===== src/rtl/hsid_mc_fifo.sv =====
// hsid_mc_fifo: multi-channel circular FIFO for band/pixel streams.
//
// NUM_CH independent queues of DEPTH = 2**FIFO_ADDR_WIDTH words share one write
// port and one read port, each steered by a channel index. A channel in loop mode
// recirculates every word it pops back onto its own tail and pulses loop_lap once
// per complete pass over its contents.
//
// Ports:
//   clk, rst_n             clock, asynchronous active-low reset
//   clear                  synchronous clear of all channels (beats every request)
//   wr_en/wr_ch/wr_data    write request, channel and word
//   rd_en/rd_ch            read request and channel
//   loop_en                per-channel recirculate mode
//   almost_full_threshold  shared almost-full level, 0..DEPTH
//   rd_data/rd_valid       registered read word and its strobe (1-cycle latency)
//   rd_ch_q                channel that produced rd_data
//   full/empty/almost_full per-channel status, combinational from counts
//   loop_lap               one-cycle pulse per completed recirculation
//
// Optional build macro HSID_FIFO_ERR_EN adds sticky per-channel overflow_err and
// underflow_err outputs.
module hsid_mc_fifo #(
   parameter int unsigned DATA_WIDTH      = 16,
   parameter int unsigned FIFO_ADDR_WIDTH = 3,
   parameter int unsigned NUM_CH          = 4,
   localparam int unsigned CH_W = (NUM_CH > 1) ? $clog2(NUM_CH) : 1
) (
   input  logic                       clk,
   input  logic                       rst_n,
   input  logic                       clear,
   input  logic                       wr_en,
   input  logic [CH_W-1:0]            wr_ch,
   input  logic [DATA_WIDTH-1:0]      wr_data,
   input  logic                       rd_en,
   input  logic [CH_W-1:0]            rd_ch,
   input  logic [NUM_CH-1:0]          loop_en,
   input  logic [FIFO_ADDR_WIDTH:0]   almost_full_threshold,
   output logic [DATA_WIDTH-1:0]      rd_data,
   output logic                       rd_valid,
   output logic [CH_W-1:0]            rd_ch_q,
   output logic [NUM_CH-1:0]          full,
   output logic [NUM_CH-1:0]          empty,
   output logic [NUM_CH-1:0]          almost_full,
`ifdef HSID_FIFO_ERR_EN
   output logic [NUM_CH-1:0]          overflow_err,
   output logic [NUM_CH-1:0]          underflow_err,
`endif
   output logic [NUM_CH-1:0]          loop_lap
);

   localparam int unsigned DEPTH = 2**FIFO_ADDR_WIDTH;
   localparam int unsigned CNT_W = FIFO_ADDR_WIDTH + 1;
   localparam logic [CNT_W-1:0] DEPTH_CNT = CNT_W'(DEPTH);

   typedef logic [DATA_WIDTH-1:0]      word_t;
   typedef logic [FIFO_ADDR_WIDTH-1:0] ptr_t;
   typedef logic [CNT_W-1:0]           cnt_t;

   word_t mem_q    [NUM_CH][DEPTH];
   word_t mem_d    [NUM_CH][DEPTH];
   ptr_t  wr_ptr_q [NUM_CH];
   ptr_t  wr_ptr_d [NUM_CH];
   ptr_t  rd_ptr_q [NUM_CH];
   ptr_t  rd_ptr_d [NUM_CH];
   cnt_t  count_q  [NUM_CH];
   cnt_t  count_d  [NUM_CH];
   cnt_t  lap_q    [NUM_CH];
   cnt_t  lap_d    [NUM_CH];

   logic [NUM_CH-1:0] loop_lap_q, loop_lap_d;
   word_t             rd_data_q, rd_data_d;
   logic              rd_valid_q, rd_valid_d;
   logic [CH_W-1:0]   rd_src_q, rd_src_d;

   logic  rd_ch_ok, wr_ch_ok;
   logic  rd_accept, rd_loop, wr_accept;
   word_t popped;
   cnt_t  lap_inc;
   logic  wr_hit, rd_pop;

   // Status from registered counts only.
   always_comb begin
      for (int c = 0; c < NUM_CH; c++) begin
         empty[c]       = (count_q[c] == '0);
         full[c]        = (count_q[c] == DEPTH_CNT);
         almost_full[c] = (count_q[c] >= almost_full_threshold);
      end
   end

   assign rd_ch_ok  = (32'(rd_ch) < NUM_CH);
   assign wr_ch_ok  = (32'(wr_ch) < NUM_CH);
   assign rd_accept = rd_en && rd_ch_ok && !empty[rd_ch];
   assign rd_loop   = rd_accept && loop_en[rd_ch];
   assign popped    = mem_q[rd_ch][rd_ptr_q[rd_ch]];
   // A full channel still takes a write when the same cycle pops from it.
   assign wr_accept = wr_en && wr_ch_ok && !loop_en[wr_ch] &&
                      (!full[wr_ch] || (rd_accept && (rd_ch == wr_ch)));

   always_comb begin
      mem_d      = mem_q;
      wr_ptr_d   = wr_ptr_q;
      rd_ptr_d   = rd_ptr_q;
      count_d    = count_q;
      lap_d      = lap_q;
      loop_lap_d = '0;
      rd_valid_d = rd_accept;
      rd_data_d  = rd_data_q;
      rd_src_d   = rd_src_q;
      lap_inc    = '0;
      wr_hit     = 1'b0;
      rd_pop     = 1'b0;

      if (rd_accept) begin
         rd_data_d       = popped;
         rd_src_d        = rd_ch;
         rd_ptr_d[rd_ch] = rd_ptr_q[rd_ch] + 1'b1;
      end

      if (wr_accept) begin
         mem_d[wr_ch][wr_ptr_q[wr_ch]] = wr_data;
         wr_ptr_d[wr_ch]               = wr_ptr_q[wr_ch] + 1'b1;
      end

      // Loop channels never accept external writes, so this cannot collide with
      // the write above.
      if (rd_loop) begin
         mem_d[rd_ch][wr_ptr_q[rd_ch]] = popped;
         wr_ptr_d[rd_ch]               = wr_ptr_q[rd_ch] + 1'b1;
      end

      for (int c = 0; c < NUM_CH; c++) begin
         wr_hit = wr_accept && (wr_ch == CH_W'(c));
         rd_pop = rd_accept && (rd_ch == CH_W'(c)) && !loop_en[c];
         if (wr_hit && !rd_pop) begin
            count_d[c] = count_q[c] + 1'b1;
         end else if (!wr_hit && rd_pop) begin
            count_d[c] = count_q[c] - 1'b1;
         end

         if (!loop_en[c]) begin
            lap_d[c] = '0;
         end else if (rd_loop && (rd_ch == CH_W'(c))) begin
            lap_inc = lap_q[c] + 1'b1;
            if (lap_inc == count_q[c]) begin
               lap_d[c]      = '0;
               loop_lap_d[c] = 1'b1;
            end else begin
               lap_d[c] = lap_inc;
            end
         end
      end

      if (clear) begin
         mem_d      = '{default: '0};
         wr_ptr_d   = '{default: '0};
         rd_ptr_d   = '{default: '0};
         count_d    = '{default: '0};
         lap_d      = '{default: '0};
         loop_lap_d = '0;
         rd_valid_d = 1'b0;
         rd_data_d  = '0;
         rd_src_d   = '0;
      end
   end

   always_ff @(posedge clk or negedge rst_n) begin
      if (!rst_n) begin
         mem_q      <= '{default: '0};
         wr_ptr_q   <= '{default: '0};
         rd_ptr_q   <= '{default: '0};
         count_q    <= '{default: '0};
         lap_q      <= '{default: '0};
         loop_lap_q <= '0;
         rd_valid_q <= 1'b0;
         rd_data_q  <= '0;
         rd_src_q   <= '0;
      end else begin
         mem_q      <= mem_d;
         wr_ptr_q   <= wr_ptr_d;
         rd_ptr_q   <= rd_ptr_d;
         count_q    <= count_d;
         lap_q      <= lap_d;
         loop_lap_q <= loop_lap_d;
         rd_valid_q <= rd_valid_d;
         rd_data_q  <= rd_data_d;
         rd_src_q   <= rd_src_d;
      end
   end

   assign rd_data  = rd_data_q;
   assign rd_valid = rd_valid_q;
   assign rd_ch_q  = rd_src_q;
   assign loop_lap = loop_lap_q;

`ifdef HSID_FIFO_ERR_EN
   logic [NUM_CH-1:0] ovf_q, ovf_d, unf_q, unf_d;

   // In-range writes are only ever refused for full or loop mode.
   always_comb begin
      ovf_d = ovf_q;
      unf_d = unf_q;
      if (wr_en && wr_ch_ok && !wr_accept) begin
         ovf_d[wr_ch] = 1'b1;
      end
      if (rd_en && rd_ch_ok && empty[rd_ch]) begin
         unf_d[rd_ch] = 1'b1;
      end
      if (clear) begin
         ovf_d = '0;
         unf_d = '0;
      end
   end

   always_ff @(posedge clk or negedge rst_n) begin
      if (!rst_n) begin
         ovf_q <= '0;
         unf_q <= '0;
      end else begin
         ovf_q <= ovf_d;
         unf_q <= unf_d;
      end
   end

   assign overflow_err  = ovf_q;
   assign underflow_err = unf_q;
`endif

endmodule


===== config.mk =====
export PLATFORM = sky130hd
export DESIGN_NAME = hsid_mc_fifo
export DESIGN_NICKNAME = d
export VERILOG_FILES = /design/src/rtl/hsid_mc_fifo.sv
export SDC_FILE = /design/constraint.sdc
export NUM_CORES = 2
export LEC_CHECK = 0
export CAP_MARGIN = 20
export CORE_MARGIN = 5
export CORE_UTILIZATION = 40
export DETAILED_ROUTE_END_ITERATION = 7
export HOLD_SLACK_MARGIN = 0.1
export SLEW_MARGIN = 20
export SYNTH_ARGS = -nofsm -noshare
export SYNTH_HDL_FRONTEND = slang
export SYNTH_SLANG_ARGS = --single-unit

===== constraint.sdc =====
create_clock -name clk -period 3.1 [get_ports clk]
set_input_delay 0.93 -clock clk [delete_from_list [all_inputs] [get_ports clk]]
set_output_delay 0.93 -clock clk [all_outputs]
set_load 0.1 [all_outputs]

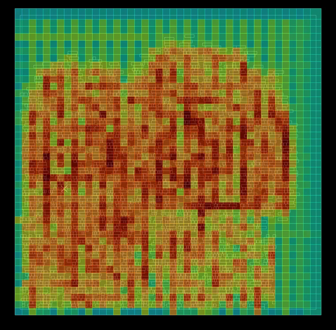
Fig. 1. Congestion heat map.
met3 Use GR: 7.00%
met2 usage: 44.8%
final core utilization: 51.5%
GRT Total Usage: 29.5%

==> results.txt <==
run results: outcome finished, violations left, failing checks DRC, DRC 2, CP max-delay cell mux4_2, port bufs around 67, power density cells 433 nW/µm², most numerous logic cells after layout dfrtp_1 (583), a211oi_1 (486), buf_4 (364), Initial DRT Pass Iterations 8, Max FO, Critical Path 6, gr busiest metal met2, xor/xnor share less than 1%, internal power 13400 µW, Sink Count approximately 590, Final ANT Viol Nets 0, Syn Nets roughly 3000, logic gate share of total power around 14%, clk_lat worst skew around 0.64 ns, multiplexer share of the synthesized area 11.9%, H-Tree Depth 3, mean post-synth cell area approximately 11 µm², placed cell areas just over 40000 µm², number of global-route vias before repair about 31000, share of cells above drive strength 1 between 30% and 40%, Final Max Slew Viols 0, Post-synth ARST share 100%, most frequent logic cell in the layout dfrtp_1, CTS Buf Count 70, P_sw ~5300 µW, first-pass GRT wire length 204 mm, Worst Setup End Kind flip-flop, Tcrit/Tclk final 98.9%, Pleak around 0.017 µW, Final Power roughly 19000 µW, Die H 300 µm, Worst Tran Pin Value ~0.76 ns, fillers 7147, maximum vdd drop around 410 µV, Worst Path Required roughly 3.6 ns, critical path data arrival time ~3.6 ns, Fin. Hold Viols 0, antenna violations before repair 5, Setup crit start count_q[12], Logic family by area AND-OR/OR-AND gates, FP Util 40.3%, post-synthesis sequential area ratio a little over two fifths, post-synth area from yosys stat roughly 34000 µm², Hold Crit Class primary input to async pin, chip width approximately 300 µm, Complex Gates by Area between 20% and 30%, clock power share about 43%, clk_skew 0.0327 ns, tool warnings 29, post-route setup TNS 0 ns, largest net degree at the start of global routing 92, AND/OR/NAND/NOR Cells, Area Fraction under 10%, final setup fails 0, crit path launch type flip-flop, r2r worst-path depth 12, deepest clock path buffer count 3, Reg-to-Reg Start count_q[12], library cells used by synthesis around 73, Routed WL per cell 30.8 µm, yosys adder share under 10%, Layout area overhead 27.9%, CTS tree yes, crit-path cells buf_4 > nor4b_4 > buf_4 > mux4_2 > o31a_1 > or3_4 > buf_4 > ha_1 > a21oi_2 > and2_1 > a21oi_2 > mux2_2, DRT iter0 DRCs 4090, Crit path top cell by count buf_4, routed wire length 136 mm, Clock Pin Slew Worst Setup and Hold Paths 0.06 ns, crit path time final 3.07 ns, Worst Setup EP count_q[7], Placer Congestion slightly above 0.9, Synthesized registers 591, sequential share of power between 40% and 50%, Synth Warn # 0, Synth Flop Type dfrtp_1, drt via density 7.03, Ports roughly 68, Worst path max stage delay roughly 0.48 ns, die area between 90000 and 100000 µm², Sw Share roughly 28%, Root Buffer clkbuf_16, Post-synth EDFFs 0, Synth Instances slightly below 3000, vias a little over 30000, R2R Setup Slk ~0.034 ns, ys cells 2981, DP HPWL 87.7 mm, CTS Hold Bufs 0, Post-Syn Area approximately 34000 µm², worst r2r dst count_q[7], Max-slew headroom between 40% and 50%, WS Path Type flip-flop to flip-flop, RSZ-0062 raised after global routing true, M1 GR Usage between 30% and 40%, total grt overflow 0, maxcap violations 0, nets around 3300, Peak Freq between 300 and 400 MHz
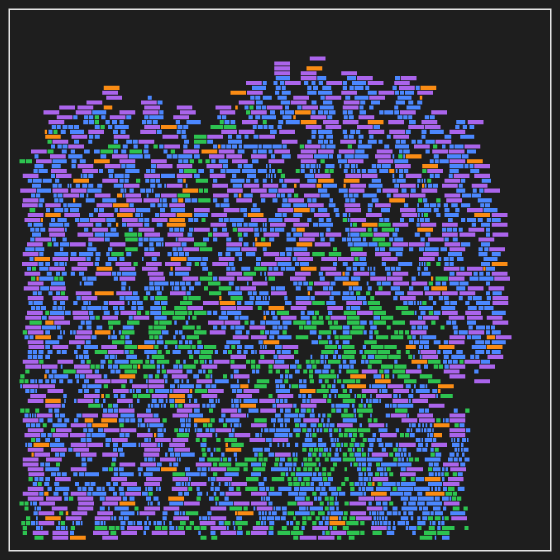
Fig. 2. Cells colored by class.
color	class	cells	share of their area
green	remaining buffers and delay cells	563	15%
blue	remaining logic cells	1998	44%
orange	clock drivers and dummy loads	123	5.3%
purple	registers	591	35%
final instance area: 43100 µm²
Core ar.: 83700 µm²
Seq/total area: 34.3%
Placement Rows: 106

-- stage by stage --
| step | worst slack [ns] | instances | hold slack [ns] |
|---|---|---|---|
| final | 0.0344 | 4411 | 0.203 |
| after global routing | -0.0891 | 4410 | 0.216 |
| after global placement | -0.976 | 4258 | 0.502 |
| after floorplan | -0.731 | 2981 | 0.481 |
| after CTS | -0.00351 | 4390 | 0.198 |
| after detailed placement | -0.998 | 4260 | 0.512 |
-- worst min-delay path by stage --
stage | startpoint | end | slack, ns | cells after the start
5_1_grt | rst_n | rd_data[5] | 0.22 | 1
3_3_place_gp | rd_ptr_q[7] | rd_ptr_q[7] | 0.50 | 2
6_report | rst_n | rd_data[7] | 0.20 | 1
4_1_cts | rst_n | rd_data[5] | 0.20 | 1
2_1_floorplan | rd_ptr_q[4] | rd_ptr_q[4] | 0.48 | 2
3_5_place_dp | rd_ptr_q[7] | rd_ptr_q[7] | 0.51 | 2
-- what timing repair did --
| action | 4_1_cts | 5_1_grt |
|---|---|---|
| endpoints found under the setup margin | 423 | 181 |
| resized | 41 | 37 |
| gates cloned | 0 | 1 |
| pin swaps | 10 | 8 |
| buffers inserted | 8 | 18 |
-- worst max-delay path, delay by kind of cell, from the launching register on --
kind | cells | cell delay (ns)
AOI/OAI and AO/OA | 3 | 0.45
adders and majority gates | 1 | 0.30
DFF | 1 | 0.38
buffers and inverters | 3 | 0.43
and+or+nand+nor | 3 | 0.56
muxes | 2 | 0.82
-- cell families after synthesis --
group | Yosys count
xor+xnor | 35
flops | 591
compound gates | 1174
buf+inv | 413
simple gates | 510
mux | 223
fa+ha+maj | 35
-- power by group through the flow --
stage,Sequential (µW),Combinational (µW),Clock [µW]
after global placement,8000,2560,0
after detailed placement,8000,2590,0
after CTS,7860,2620,8220
after global routing,7870,2830,8500
after floorplan,8150,1180,0
final,7860,2710,8120
-- metal layers --
layer  share of wire, %  vias to the layer above
met5              0.029                        -
met4                6.9                        4
met3                 11                      516
met2                 45                     2085
met1                 37                    15670
li1                   -                    12731
-- Yosys cell counts (all sizes together) (21+ instances only) --
cell      n  area, µm²
a211oi  486       3650
a21oi    66        330
a221oi  512       4660
buf     195       1150
clkbuf  197        746
dfrtp   591      14800
ha       31        388
inv      21       78.8
mux2     39        439
mux2i    45        450
mux4    139       3130
nand2   100        390
nand2b   34        215
nand3    48        308
nor2    190        791
nor2b    23        144
nor3     21        140
o21ai    21        105
o22ai    23        144
xnor2    25        234
-- layout make-up --
cell class	count	area [µm²]	share of cell area, %
antenna	2	5.00	0.0116
inverter	21	96.3	0.223
multi-input combinational	1977	18300	42.4
clock inverter	26	270	0.627
timing repair buffer	563	6330	14.7
clock buffer	97	1930	4.48
tap	1134	1420	3.29
sequential	591	14800	34.3
-- registers in the layout, summed over array words and instances, names as in the netlist --
signal / flops
loop_lap: 4
count_q: 16
lap_q: 16
mem_q: 512
rd_ptr_q: 12
rd_valid: 1
rd_ch_q: 2
wr_ptr_q: 12
rd_data: 16
Power and IR drop assume default switching activity.
